### Floorplan with the power grid

Pins as bars on the die edge.
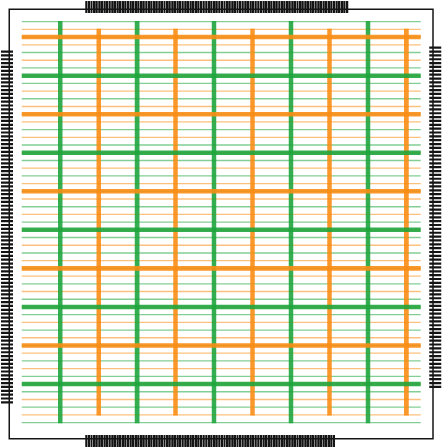
### A small window of the routed layout

Window x 12 to 62, y 88 to 138 um. Cells in gray, sequential cells in the stronger gray; small squares are vias.
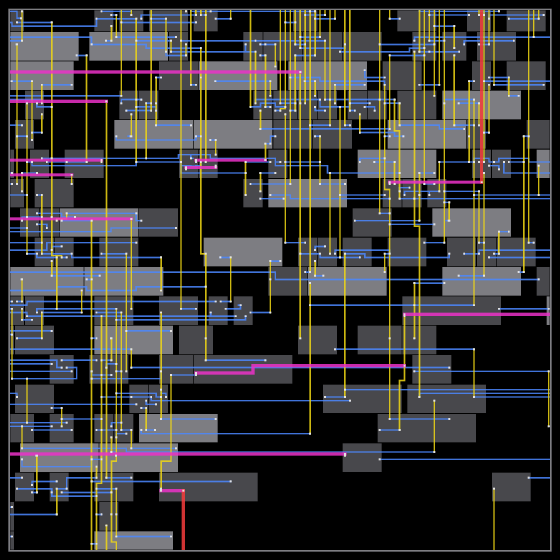
### Logic cells by family

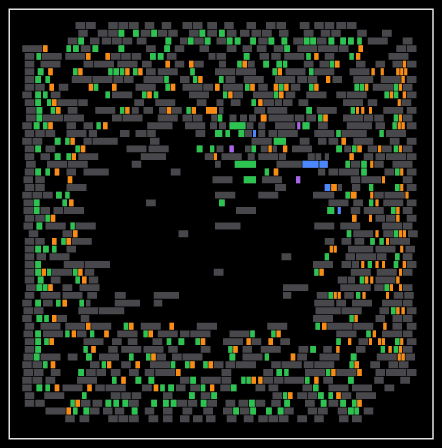
### Where the registers sit

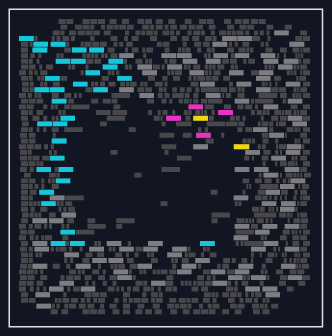
### Clock routing

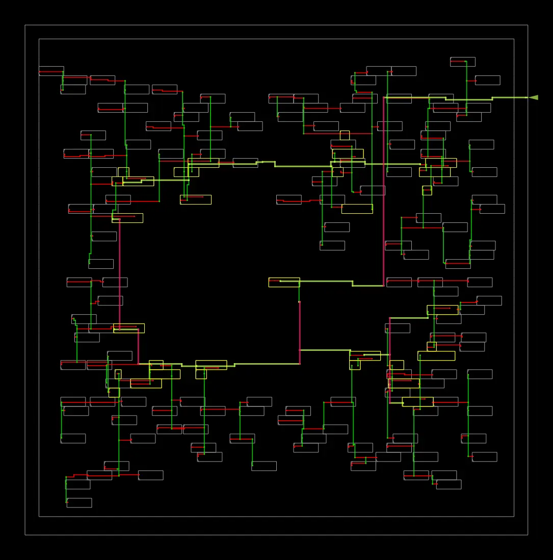
Design alu_arbiter_flat, sky130hd; sources not shown.
==> results.toml <==
# physical design summary
[clock_network]
h-tree-depth = 4
clock_latency_ns = 0.42
path_clk_slew_ns = 0.07
cts_buffers = 17
cts_buffer_depth = 2
root_buffer = "clkbuf_16"
cts_tree = "yes"

[setup_path]
rr_worst_depth = 8
crit_path_end_kind = "output port"
worstSetupPathType = "primary input to output port"
ff2ff_setup_slack_ns = 0.18
critPathArrivalTime_ns = 1.46
cp_data_required_time_ns = 1.53
cp_max_fo = 3
start_kind = "primary input"

[logic_synthesis]
syn_nets = 875
ys_top_logic_family = "AND-OR/OR-AND gates"
yosys_area_mm2 = 0.00536
ys_warn_count = 0
xor_share_pct = 0
synthesis.area_mm2 = 0.00536
syn_area_per_cell_um2 = 8.43
adder_share_pct = 0
synth.top_cell.area_share_pct = 52.3
topCellsByArea = "dfxtp_1 52%, o22ai_1 12%, o21ai_1 9.3%"
synth_top_cell_by_count = "dfxtp_1"
top_area_cell = "dfxtp_1"
synthSimpleGateAreaFrac_pct = 15.8
common_cells = "140 x dfxtp_1, 100 x o21ai_1, 99 x nand3_1, 99 x o22ai_1, 69 x nand2_1"
edf_count = 0
ys_seq_share_pct = 52.3
ys_ff = 140
synth_top_flop_cell = "dfxtp_1"
syn-instance-count = 636
ys_sh_mux_pct = 0
yosysCellCount = 636
yosysUniqueCellTypes = 29
aoi_share_pct = 26.0
async_flop_share_pct = 0

[place]
dp_hpwl_mm = 16.2
io_buffers = 377
dp_cells = 1247
place.gp.congestion = 0.768

[timing]
clock_skew_ns = 0.0144
drv_slew = 0
worst_pin_slew_ns = 0.677
whs_ns = 0.393
hold_viol_final = 0
rsz0062_at_grt = "false"
setup_viol = 0
fmax_ghz = 0.578
slew_headroom_pct = 54.9
period_used_pct = 96.1
post-route-min-period_ns = 1.73

[floorplanning]
initial_core_util_pct = 26.9
die_area_mm2 = 0.0225
row_count = 52
io_pins = 378

[grt]
grt_max_degree = 67
overflow = 0
antenna_found_initial = 2
grtUsageTotal_pct = 17.6
grt_pass1_vias = 5579
grt_pass1_wl_mm = 30.8

[power_and_ir_drop]
power.leakage_nw = 3.65
power_w = 0.00924
p_per_area_mw_per_mm2 = 916

[status]
status = "finished clean"

[layout]
syn_to_final_growth_pct = 88.1
fill_cells = 1938
layout-drive-gt1-share_pct = 7.81
finalNetCount = 1237
diodes = 0
final_cells = 1281

[route]
drtIter0Drc = 229
detail_route.wl_per_cell_um = 16.5
via_count = 5958
drt-total-wl_mm = 21.1
ant_nets = 0
via_per_inst = 4.65
drt_pass1_iterations = 6
route.detailed.drc = 0

[job]
warnings = 26
cap_violations = 0

[min_path]
hp-class = "primary input to register"
min_path_cells = 3
Notes on 'Floorplan with the power grid' above:
Green shows VSS. Orange shows VDD.
10 straps on met5. The core has 52 rows. 378 signal pins sit on the boundary.
Core ar.: 0.0199 mm^2
Die Y-Extent: 151 um
Die Wd: 149 um
worst vdd ir: 602 uV

Notes on 'A small window of the routed layout' above:
Magenta shows M3. Red shows M4. Yellow shows M2. Blue shows M1.
Sequential cells in the window: 23. 122 logic cells have their middle in the window. Most frequent: clkdlybuf4s50_1 (32), nand3_1 (24), dfxtp_1 (23).

Notes on 'Logic cells by family' above:
Purple shows inv cells, cells 3. Green shows aoi and oai cells, cells 243, where spread over the die. Orange shows nand cells, cells 171, where spread over the die. Blue shows nor cells, cells 5.
combinational share of cell area: 22.5%
most frequent logic cell in the layout: clkdlybuf4s50_1

Notes on 'Where the registers sit' above:
Cyan shows u_core.bus.alu_reg1, placed flops 32. Magenta shows u_core.bus.alu_opc, placed flops 4. Yellow shows u_core.r_state, placed flops 2.
Another 102 sequential cells are not colored.
Flop area: 0.00280 mm^2
Seq area share: 27.8%
Final Util: 50.7%

Notes on 'Clock routing' above:
clock buffer count: 17
Sink Count: 140
registers: 140

==> placed cells by master (no fill, tap or decap), drive strengths merged, types with 3 or more instances in the layout <==
cell	instances
clkdlybuf4s50	361
dfxtp	140
o21ai	101
o22ai	99
nand3	99
nand2	69
a21oi	36
buf	34
clkbuf	18
dlygate4sd3	12
inv	9
clkinv	5
nand2b	3
clkinvlp	3
and3	3
==> report_power, final <==
| part | switching (W) | internal [W] |
|---|---|---|
| Sequential | 0.000160 | 0.00342 |
| Clock | 0.00149 | 0.00195 |
| Combinational | 0.000934 | 0.00127 |
| Total | 0.00259 | 0.00665 |
==> through the flow <==
| step | cell area, um^2 | TNS, ns | worst slack (ns) |
|---|---|---|---|
| after floorplan | 5360 | 0 | 0.321 |
| after global placement | 9530 | -20.10 | -0.266 |
| after detailed placement | 9530 | -23.07 | -0.313 |
| after CTS | 10100 | 0 | 0.0500 |
| after global routing | 10100 | 0 | 0.00366 |
| final | 10100 | 0 | 0.0695 |
==> repair_timing <==
action | 4_1_cts | 5_1_grt
hold endpoints to repair | 0 | 0
hold buffers | 0 | 0
pin swaps | 1 | 0
buffers inserted | 2 | 0
gates resized | 11 | 1
setup endpoints to repair | 4 | 1
==> cell families (layout without fill, tap and decap cells) <==
group	after synthesis	after routing
DFF	140	140
buffers and inverters	70	445
and+or+nand+nor	182	182
AOI/OAI and AO/OA	244	244
==> cell type report <==
class,instances,area (um^2),area share [%]
timing repair buffer,410,4090,40.5
sequential,140,2800,27.8
multi-input combinational,426,2260,22.5
clock buffer,17,425,4.22
tap,270,338,3.35
clock inverter,15,153,1.51
inverter,3,13.8,0.136
==> worst max-delay path: stages <==
cell             delay, ns
clkdlybuf4s50_1       0.46
nor3_4                0.23
buf_4                 0.14
and3_4                0.19
buf_2                 0.16
==> routing by layer <==
| metal | vias to the layer above | part of all wire (%) | global-route usage (%) |
|---|---|---|---|
| met4 | 4 | 1.2 | 4.44 |
| met1 | 2655 | 40 | 20.2 |
| met2 | 221 | 50 | 30.8 |
| met3 | 25 | 8.8 | 7.03 |
| met5 | - | 0.10 | 0 |
| li1 | 3053 | - | - |
